Design if_stage, sky130hd; sources not shown.
### Clock wires, drivers and flops, run 1

The bar under the picture is 20 um long.
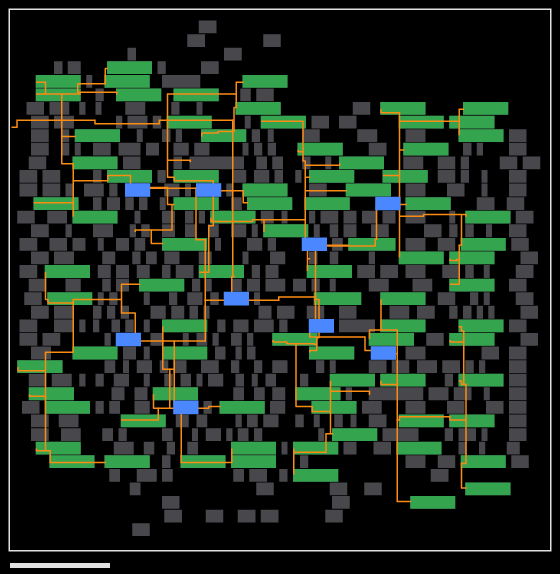
[flip-flops] green | count: 84
[cells driving clock nets] blue | count: 9
[clock wires] orange | length: 991 um
routed clock nets: 10
final worst clock skew: 10.9 ps
insertion delay of the later-clocked pin in the worst-skew pair: 350 ps
clock network power: 944 uW
clock power share: 22.6%

### Routing congestion map, run 1

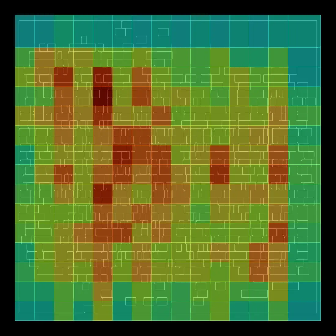
GR Layer Usage met2: 34.6%
global routing usage on met1: 25.6%

### Placement by cell class, run 1

The bar under the picture is 20 um long.
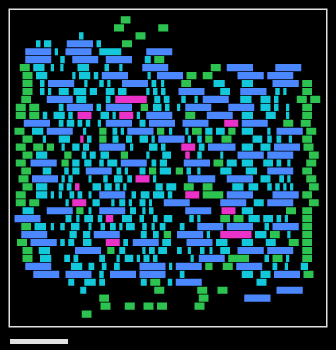
[all other logic] cyan | cells: 267 | share of their area: 34%
[flip-flops] blue | cells: 84 | share of their area: 41%
[clock drivers and dummy loads] magenta | cells: 15 | share of their area: 4.0%
[other buffers and delay cells] green | cells: 104 | share of their area: 20%
row cnt: 38
Layout Utilization: 48.2%

==> impl_metrics.env, run 1 <==
# physical design summary
export IMPL_clock_slew_at_the_register_clock_pins_of_the_worst_setup_and_hold_paths_ps=80
export IMPL_met2RoutedLength_um=5470
export IMPL_die_height_um=108
export IMPL_p_switching_mw=1.31
export IMPL_cts_hold_buffers_added=0
export IMPL_postSynthNetCount=413
export IMPL_worstPathCellList="nand4_4, or4_4, and3_4, or4_1"
export IMPL_ff_latch_area_um2=2100
export IMPL_clkSinkCount=84
export IMPL_rr_worst_depth=4
export IMPL_post_drt_via_cell_ratio=5.33
export IMPL_yosysWarningCount=0
export IMPL_synth_async_sr_flop_share_pct=100
export IMPL_diodes=0
export IMPL_max_freq_ghz=0.442
export IMPL_setup_reg_to_reg_worst_slack_ps=440
export IMPL_area_growth_pct=33.2
export IMPL_busiest_layer="met2"
export IMPL_timing_hold_ws_ps=483
export IMPL_log_warning_count=26
export IMPL_mostFrequentLayoutCells="86 x sky130_fd_sc_hd__clkdlybuf4s50_1, 82 x sky130_fd_sc_hd__dfrtp_1, 55 x sky130_fd_sc_hd__nand2_1, 32 x sky130_fd_sc_hd__mux2_2, 31 x sky130_fd_sc_hd__o21ai_0"
export IMPL_path_delay_family="simple AND/OR/NAND/NOR gates"
export IMPL_core_area_um2=10900
export IMPL_number_of_resized_instances_in_the_post_cts_repair_step=0
export IMPL_m1WireLength_um=4650
export IMPL_grt_start_max_net_pins=31
export IMPL_sequential_group_power_mw=1.97
export IMPL_biggestCellCategory="registers"
export IMPL_highest_layer="met4"
export IMPL_critPathKind="reg -> reg"
export IMPL_p_comb_mw=1.26
export IMPL_global_route_wire_length_before_repair_um=18300
export IMPL_critPathMaxStageDelay_ps=610
export IMPL_timing_final_hold_violations=0
export IMPL_simple_gate_area_share_of_the_yosys_netlist_pct=17.9
export IMPL_number_of_antenna_violations_at_the_first_check_in_global_routing=0
export IMPL_logic_gate_count=262
export IMPL_status="complete, no violations"
export IMPL_critical_path_slowest_cell="sky130_fd_sc_hd__dfrtp_1"
export IMPL_power_sequential_fraction_pct=47.2
export IMPL_detail_route_wl_per_cell_um=17.9
export IMPL_lay_top_count="sky130_fd_sc_hd__clkdlybuf4s50_1"
export IMPL_gp_congestion=0.798
export IMPL_syn_area_per_cell_um2=10.5
export IMPL_max_cap_viol_count=0
export IMPL_synth_edff_count=0
export IMPL_yosys_area_share_adder_pct=0.317
export IMPL_flop_count=84
==> run 1: Yosys cell counts (all sizes together) (5+ instances only) <==
master | number | area share (%)
and3 | 5 | 0.95
mux2i | 17 | 4.3
inv | 5 | 0.48
or3 | 10 | 1.6
nand2 | 55 | 5.2
clkbuf | 19 | 1.8
nand3 | 19 | 2.4
nor4 | 5 | 0.79
mux2 | 32 | 9.1
o21ai | 31 | 3.9
dfrtp | 82 | 52
nor2 | 10 | 0.95
nor3 | 8 | 1.0
a21oi | 17 | 2.2
xnor2 | 7 | 1.6
nand4 | 6 | 1.3
buf | 5 | 0.60
==> run 1 -> run 2 <==
clock period = 2 ns   (was 2.7 ns; I/O delays follow)
### Routing congestion map, run 2

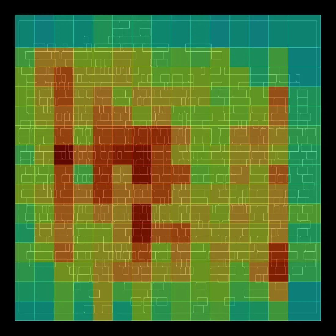
GR Layer Usage met2: 36.9%
global route hottest layer: met2

### Placement by cell class, run 2

The bar under the picture is 20 um long.
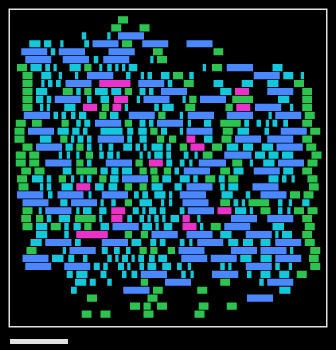
[flip-flops] blue | cells: 84 | share of their area: 39%
[clock drivers and dummy loads] magenta | cells: 16 | share of their area: 4.4%
[all other logic] cyan | cells: 267 | share of their area: 33%
[other buffers and delay cells] green | cells: 128 | share of their area: 23%
Layout Utilization: 50.7%
area inside the core boundary: 10900 um2

==> impl_metrics.env, run 2 <==
# physical design summary
export IMPL_detail_route_wl_per_cell_um=18.8
export IMPL_synth_edff_count=0
export IMPL_sequential_group_power_mw=2.50
export IMPL_critical_path_slowest_cell="sky130_fd_sc_hd__or4_4"
export IMPL_power_sequential_fraction_pct=41.5
export IMPL_cts_hold_buffers_added=0
export IMPL_finalClockSkew_ps=9.14
export IMPL_netlist_top_cell_by_instances="sky130_fd_sc_hd__dfrtp_1"
export IMPL_share_clk_of_total_power_pct=23.3
export IMPL_rr_worst_depth=4
export IMPL_lay_top_count="sky130_fd_sc_hd__clkdlybuf4s50_1"
export IMPL_status="complete, no violations"
export IMPL_simple_gate_area_share_of_the_yosys_netlist_pct=17.9
export IMPL_diodes=0
export IMPL_biggestCellCategory="registers"
export IMPL_log_warning_count=27
export IMPL_postSynthNetCount=413
export IMPL_timing_final_hold_violations=0
export IMPL_flop_count=84
export IMPL_clock_latency_late_pin_ps=360
export IMPL_synth_async_sr_flop_share_pct=100
export IMPL_area_growth_pct=40.0
export IMPL_timing_hold_ws_ps=404
export IMPL_die_height_um=108
export IMPL_synth_cells_most_frequent="82 x sky130_fd_sc_hd__dfrtp_1, 55 x sky130_fd_sc_hd__nand2_1, 32 x sky130_fd_sc_hd__mux2_2"
export IMPL_top_area_cell="sky130_fd_sc_hd__dfrtp_1"
run 2: cell types whose count changed in the layout (fill, tap and decap cells not counted), moves of 2 or more:
| cell | before | now |
|---|---|---|
| sky130_fd_sc_hd__buf_12 | 2 | 5 |
| sky130_fd_sc_hd__buf_4 | 16 | 37 |
| sky130_fd_sc_hd__clkinv_2 | 2 | 0 |
| sky130_fd_sc_hd__clkinv_4 | 0 | 2 |
run 2: per-layer routing:
metal	global-route usage (%)	vias up	wire, um
met5	0	-	0
met4	5.38	0	157
met3	5.06	18	523
met2	36.9	106	6000
met1	26.5	1754	5220
li1	-	1563	-
run 2: repair_timing:
action | 4_1_cts | 5_1_grt
setup buffers | 0 | 0
setup endpoints to repair | 0 | 5
resized | 0 | 4
==> run 2 -> run 3 <==
CORE_UTILIZATION = 40   (was 35)
PLACE_DENSITY = 0.92   (was 0.86)
SLEW_MARGIN = 20   (was 10)
clock period = 2.5 ns   (was 2 ns; I/O delays follow)
### Wire density map, run 3

The bar under the picture is 20 um long. The die is cut into 20 by 20 equal tiles; dark blue is low, red is high, scaled to the fullest tile. Values are wire area over tile area, all layers added.
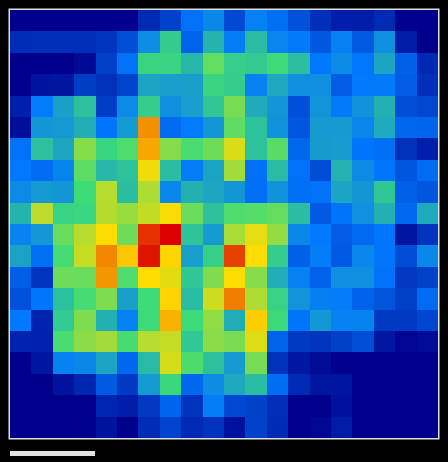
nearly empty tiles: 12%
tiles over half the peak: 19%
fullest tile: 0.59
mean over tiles: 0.18
emptiest ninth of the die: south-east
wire length per cell after detailed routing: 19.3 um
Via Count: 3354

==> impl_metrics.env, run 3 <==
# physical design summary
export IMPL_path_delay_family="simple AND/OR/NAND/NOR gates"
export IMPL_met2RoutedLength_um=6100
export IMPL_p_clk_mw=1.08
export IMPL_grt_start_max_net_pins=85
export IMPL_ff_latch_area_um2=2100
export IMPL_yosys_area_share_adder_pct=0.317
export IMPL_critPathKind="reg -> reg"
export IMPL_worstPathCellList="ha_1, nand4_1, nor4_1, nor3_1, nor4_1"
export IMPL_status="complete, no violations"
export IMPL_lay_top_count="sky130_fd_sc_hd__clkdlybuf4s50_1"
export IMPL_share_clk_of_total_power_pct=23.3
export IMPL_cts_hold_buffers_added=0
export IMPL_clock_latency_late_pin_ps=360
export IMPL_p_comb_mw=1.44
export IMPL_busiest_layer="met2"
export IMPL_synth_cells_most_frequent="82 x sky130_fd_sc_hd__dfrtp_1, 55 x sky130_fd_sc_hd__nand2_1, 32 x sky130_fd_sc_hd__mux2_2"
export IMPL_mostFrequentLayoutCells="86 x sky130_fd_sc_hd__clkdlybuf4s50_1, 82 x sky130_fd_sc_hd__dfrtp_1, 55 x sky130_fd_sc_hd__nand2_1, 32 x sky130_fd_sc_hd__mux2_2, 31 x sky130_fd_sc_hd__o21ai_0"
export IMPL_timing_hold_ws_ps=490
export IMPL_log_warning_count=26
export IMPL_p_switching_mw=1.50
export IMPL_grt_use_met1_pct=29.7
export IMPL_grt_util_met3_pct=4.97
export IMPL_biggest_area_contributors_in_the_synthesized_netlist="sky130_fd_sc_hd__dfrtp_1 52%, sky130_fd_sc_hd__mux2_2 9.1%, sky130_fd_sc_hd__nand2_1 5.2%, sky130_fd_sc_hd__mux2i_1 4.3%, sky130_fd_sc_hd__o21ai_0 3.9%"
export IMPL_post_drt_via_cell_ratio=5.54
export IMPL_grt_use_met2_pct=43.2
export IMPL_number_of_resized_instances_in_the_post_cts_repair_step=0
export IMPL_max_cap_viol_count=0
export IMPL_number_of_antenna_violations_at_the_first_check_in_global_routing=0
export IMPL_netlist_top_cell_by_instances="sky130_fd_sc_hd__dfrtp_1"
### Placement by cell class, run 3

The bar under the picture is 20 um long.
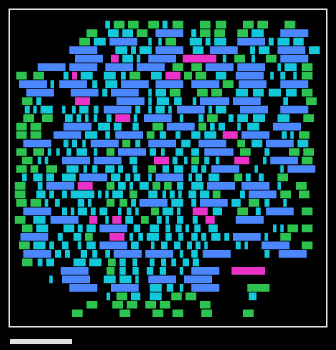
[other buffers and delay cells] green | cells: 109 | share of their area: 20%
[flip-flops] blue | cells: 84 | share of their area: 41%
[all other logic] cyan | cells: 267 | share of their area: 34%
[clock drivers and dummy loads] magenta | cells: 16 | share of their area: 4.3%
area inside the core boundary: 9370 um2
register share of the cell area: 39.9%
Layout Utilization: 56.3%
row cnt: 35
post-route cell area: 5280 um2

==> run 3: cell types whose count changed in the layout (fill, tap and decap cells not counted), sizes merged <==
cell      change
inv           +1
clkinvlp      +1
buf          -19
clkbuf        -1
clkinv        -1
==> run 3: area by class of cell <==
type | count | area share [%]
flip-flops and latches | 84 | 39.9
multi-input cells | 262 | 32.6
repair buffers | 109 | 19.8
clock buffers | 9 | 2.35
inverters | 5 | 0.427
well taps | 129 | 3.06
clock inverters | 7 | 1.85
==> run 3: cell families (layout without fill, tap and decap cells) <==
| kind of cell | count (synthesis) | after routing |
|---|---|---|
| xor+xnor | 10 | 10 |
| mux | 49 | 49 |
| compound gates | 66 | 66 |
| buf+inv | 29 | 130 |
| fa+ha+maj | 1 | 1 |
| simple gates | 136 | 136 |
| flops | 84 | 84 |

==> notes/layouts.md <==
Pictures saved along the way, in no particular order.

Selected gate families.
(a)
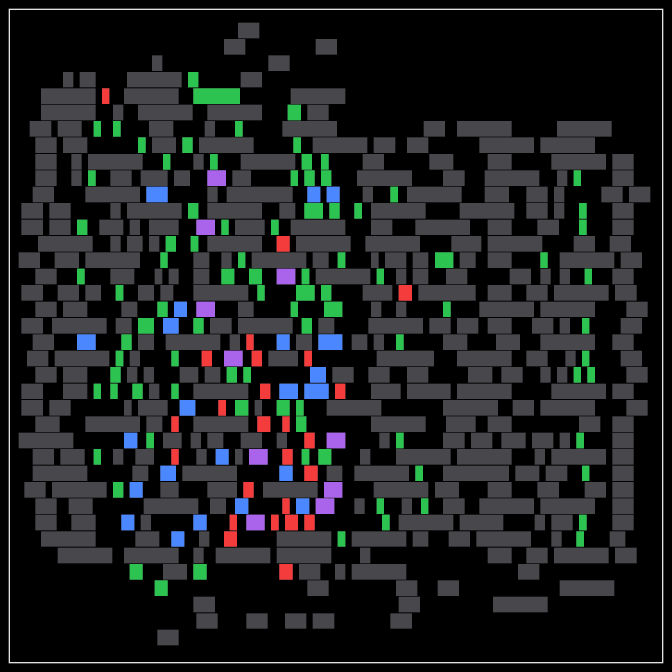
(b)
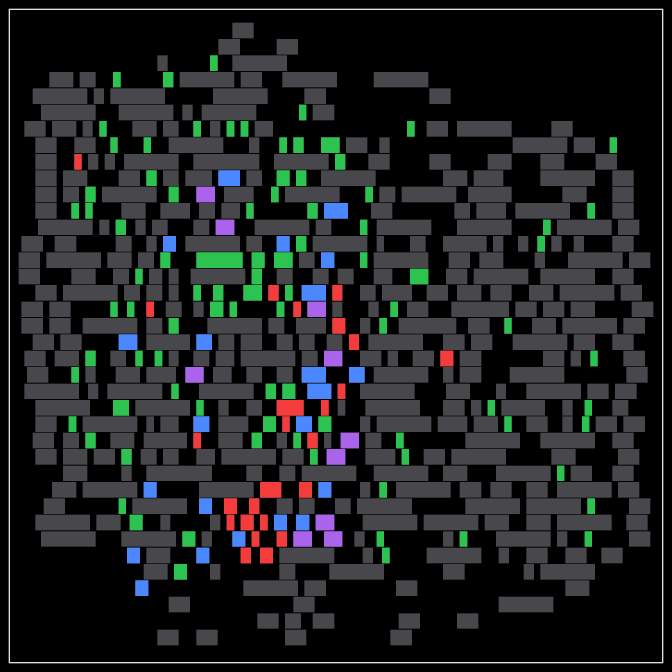
(c)
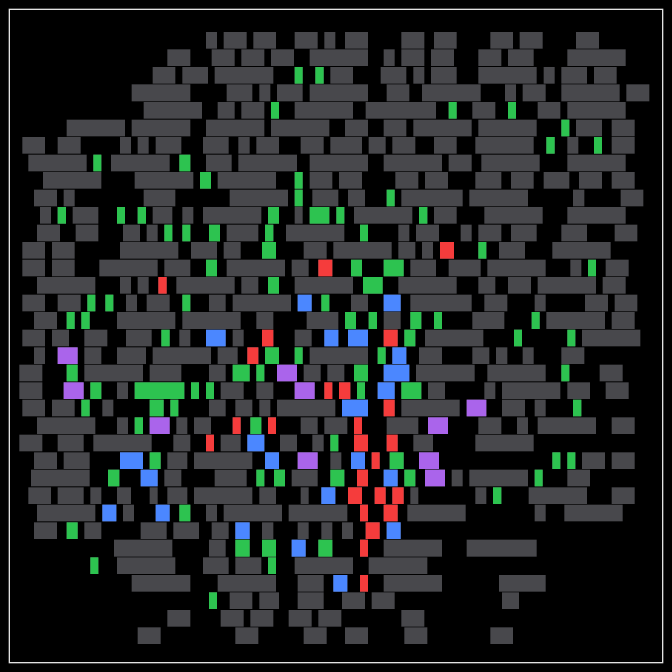
| from | picture |
|---|---|
| run 3 | (c) |
| run 2 | (b) |
| run 1 | (a) |

Key to (c):
[NAND gates] green | cells: 89
[NOR gates] red | cells: 25
[XOR/XNOR gates] purple | cells: 10
[AND and OR gates] blue | cells: 22

Power is estimated from default activity; no workload was simulated.
